==> config.mk <==
export PLATFORM = sky130hd
export DESIGN_NAME = sync_fifo_flags
export DESIGN_NICKNAME = d
export VERILOG_FILES = /design/src/rtl/fifo_pkg.sv /design/src/rtl/fifo_mem.sv /design/src/rtl/sync_fifo_flags.sv
export SDC_FILE = /design/constraint.sdc
export NUM_CORES = 1
export LEC_CHECK = 0
export CAP_MARGIN = 30
export CORE_UTILIZATION = 30
export DETAILED_ROUTE_END_ITERATION = 10
export GPL_TIMING_DRIVEN = 0
export MAX_ROUTING_LAYER = met4
export PLACE_DENSITY = 0.44
export SLEW_MARGIN = 20
export SYNTH_ARGS = -nofsm -noshare
export SYNTH_HDL_FRONTEND = slang
export SYNTH_SLANG_ARGS = --single-unit
==> constraint.sdc <==
create_clock -name clk -period 8.5 [get_ports clk]
set_input_delay 1.7 -clock clk [delete_from_list [all_inputs] [get_ports clk]]
set_output_delay 1.7 -clock clk [all_outputs]
set_load 0.01 [all_outputs]
Figure 1. Clock nets (run 1).
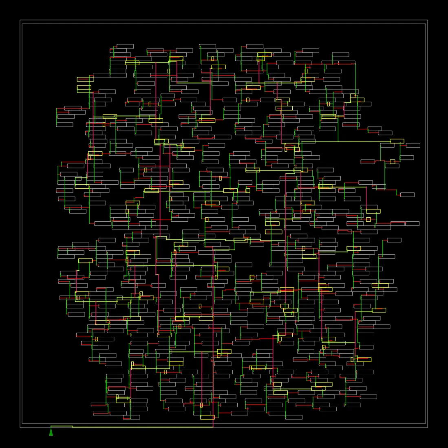
clk ins delay skew pair: 0.61 ns
clk_buf instances: 78
TritonCTS Sinks: 559
Final Skew: 0.01715 ns
power in the clock group: 2590 uW

Figure 2. Nets reached from selected ports (run 1).
Scale: 1.5 px per um.
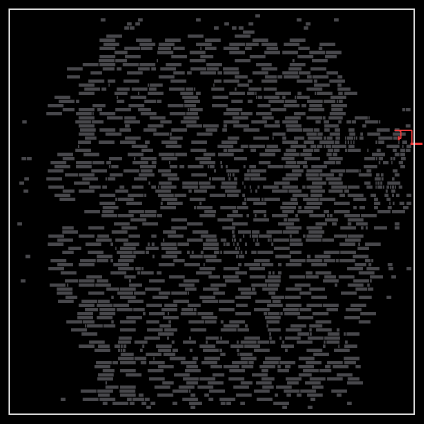
Red stands for wr_en, bits 1, direction input, edge right, end cells 1, buffers 1, wire 28.5 um.
port bufs: 79
Ports: 80

Figure 3. Clock wires, drivers and flops (run 1).
Scale: 2 px per um.
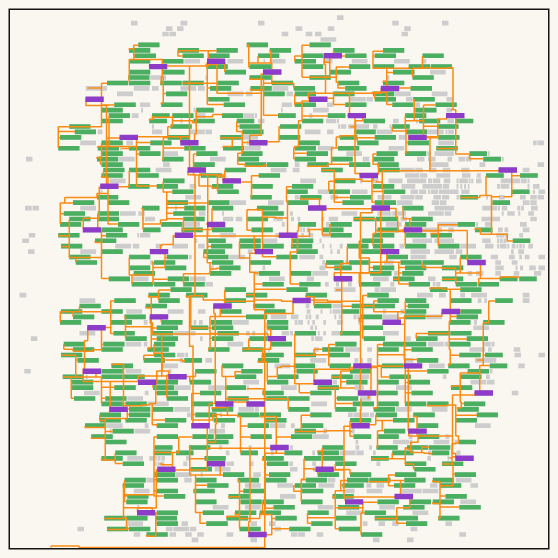
Orange stands for clock wires, length 7100 um. Green stands for flip-flops, count 559. Purple stands for cells driving clock nets, count 60.
There are 61 routed clock nets.
clock share of power: 0.299

Figure 4. Signal wires on met2 (run 1).
Scale: 2 px per um.
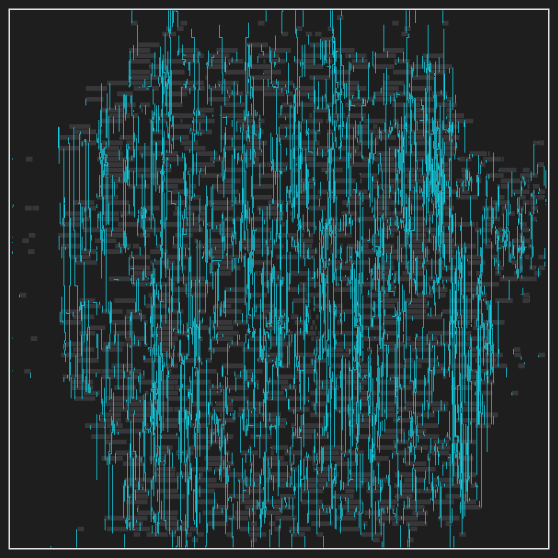
The wires run mostly vertical. The layer holds 47% of the routed length. The longest straight run is 93.0 um. 1083 nets have wire on it.
grt met2 use: 0.2366
Final Routed Wirelength: 54040 um
routed vias: 10.28k

==> results.sh, run 1 <==
# implementation run metrics
export IMPL_lay_top_cells="512 x edfxtp_1, 128 x mux4_2, 79 x clkdlybuf4s50_1, 60 x clkbuf_16, 47 x dfrtp_1"
export IMPL_slowest_stage="clkdlybuf4s50_1"
export IMPL_edf_count=512
export IMPL_ctsResizeCount=0
export IMPL_drt_pre_antenna_iters=5
export IMPL_end_kind="register"
export IMPL_final_cell_area_um2=26200
export IMPL_numCtsBuffers=60
export IMPL_ys_sh_xor=0.004094
export IMPL_drive_gt1_frac=0.2970
export IMPL_top_area_frac=0.7186
export IMPL_cts_buffer_depth=3
export IMPL_status="complete, no violations"
export IMPL_mi_logic_area_um2=4627
export IMPL_place_ws_ns=3.691
export IMPL_final_core_util=0.3728
export IMPL_whs_ns=0.4894
export IMPL_flop_count=559
export IMPL_switching_share=0.2983
export IMPL_ys_seq_frac=0.7736
export IMPL_dpl_hpwl_um=35660
export IMPL_slowest_delay_ns=0.60
export IMPL_synth_cells=964
export IMPL_buf_share=0.07031
export IMPL_switching_power_uw=2583
export IMPL_largest_class="flip-flops and latches"
export IMPL_warnings=30
export IMPL_yosys_most_used_dff="edfxtp_1"
export IMPL_synth_comb_largest_family="multiplexers"
export IMPL_yosysTopAreaCell="edfxtp_1"
export IMPL_largest_register_ffs=512
export IMPL_hold_violations=0
export IMPL_first_iter_violations=740
export IMPL_syn_to_final_growth_pct=22.44
export IMPL_syn_area_um2=21390
export IMPL_min_period_ns=4.176
export IMPL_grtUsageMet3=0.02301
export IMPL_rrSetupSlack_ns=4.81
export IMPL_first_global_vias=10870
export IMPL_max_slew_margin=0.3487
export IMPL_route_met3_wl_um=2026
export IMPL_crit_path_start_kind="primary input"
export IMPL_dpl_instance_area_um2=24230
export IMPL_top_cell="edfxtp_1"
export IMPL_worst_path_max_fanout=11
export IMPL_seqPwrFrac=0.406
export IMPL_antenna_left=0
export IMPL_timing_final_crit_share=0.4913
export IMPL_power_leader="sequential cells"
export IMPL_highest_layer="met4"
export IMPL_grt_pass1_wl_um=78240
export IMPL_post_cts_buffers=0
export IMPL_globalplace_congestion=0.7141
export IMPL_die_area_um2=72390
export IMPL_overflow=0
export IMPL_grtUsageTotal=0.1575
export IMPL_signal_buffers=180
export IMPL_p_per_area_nw_per_um2=330.6
export IMPL_ff_latch_area_um2=16550
export IMPL_cts_reportedPaths_clkPinSlew_ns=0.06
export IMPL_grt_max_degree=31
export IMPL_fill_cells=6396
export IMPL_area_leaders="edfxtp_1 72%, mux4_2 13%, dfrtp_1 5.5%"
export IMPL_pg_seq_uw=3520
export IMPL_wl_per_cell_um=25.20
export IMPL_crit_type="in2reg"
export IMPL_antenna_found_initial=2
export IMPL_seq_share=0.6318
export IMPL_simple_gate_share=0.01304
export IMPL_path_buffers=4
export IMPL_max_freq_mhz=239.5
export IMPL_internal_power_uw=6078
export IMPL_final_common_cell="edfxtp_1"
export IMPL_diodes=2
export IMPL_synth_stat_cells=964
## Run 2: what changed since run 1
==> constraint.sdc (replaced) <==
create_clock -name clk -period 4.05 [get_ports clk]
set_input_delay 0.81 -clock clk [delete_from_list [all_inputs] [get_ports clk]]
set_output_delay 0.81 -clock clk [all_outputs]
set_load 0.01 [all_outputs]
Figure 5. Cell classes on the final placement (run 2).
Scale: 1.5 px per um. Fill, decap, tap and diode cells in gray.
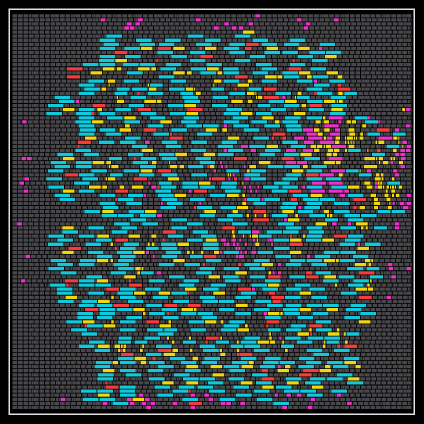
Cyan stands for flip-flops, cells 559. Red stands for clock drivers and dummy loads, cells 112. Magenta stands for other buffers and delay cells, cells 180. Yellow stands for all other logic, cells 351.
sequential cell area share: 0.6318
floorplan core area: 70270 um^2

==> run 2 against run 1 <==
Die area is the same. Setup slack lost 4.0 ns. Routed wire length is the same. Final area is the same. Register-to-register slack lost 4.5 ns. Synthesized cell count is the same. Total power grew 110%. Worst hold slack is the same. Clock skew is the same. Sequential power grew 110%.
==> results.sh, run 2 <==
# implementation run metrics
export IMPL_slowest_delay_ns=0.58
export IMPL_use_met2=0.2366
export IMPL_signal_buffers=180
export IMPL_min_period_ns=3.694
export IMPL_first_iter_violations=740
export IMPL_worst_path_max_fanout=11
export IMPL_ys_seq_frac=0.7736
export IMPL_max_slew_margin=0.3487
export IMPL_warnings=30
export IMPL_simple_gate_share=0.01304
export IMPL_edf_count=512
export IMPL_dpl_instance_area_um2=24230
export IMPL_final_cell_area_um2=26200
export IMPL_top_area_frac=0.7186
export IMPL_powerClk_uw=5430
export IMPL_first_global_vias=10870
export IMPL_synth_stat_cells=964
export IMPL_ff_latch_area_um2=16550
export IMPL_synth_comb_largest_family="multiplexers"
export IMPL_yosysTopAreaCell="edfxtp_1"
export IMPL_antenna_left=0
export IMPL_clkPwrFrac=0.299
export IMPL_place_ws_ns=0.1315
export IMPL_buf_share=0.07031
export IMPL_drive_gt1_frac=0.2970
export IMPL_cts_buffer_depth=3
export IMPL_numCtsBuffers=60
export IMPL_syn_area_um2=21390
export IMPL_max_freq_mhz=270.7
export IMPL_dpl_hpwl_um=35660
export IMPL_path_buffers=4
export IMPL_grtUsageTotal=0.1575
export IMPL_grt_max_degree=31
export IMPL_clk_latency_ns=0.61
export IMPL_finalClockSkew_ns=0.01715
export IMPL_cts_reportedPaths_clkPinSlew_ns=0.06
export IMPL_syn_to_final_growth_pct=22.44
export IMPL_status="complete, no violations"
Power and IR drop assume default switching activity.
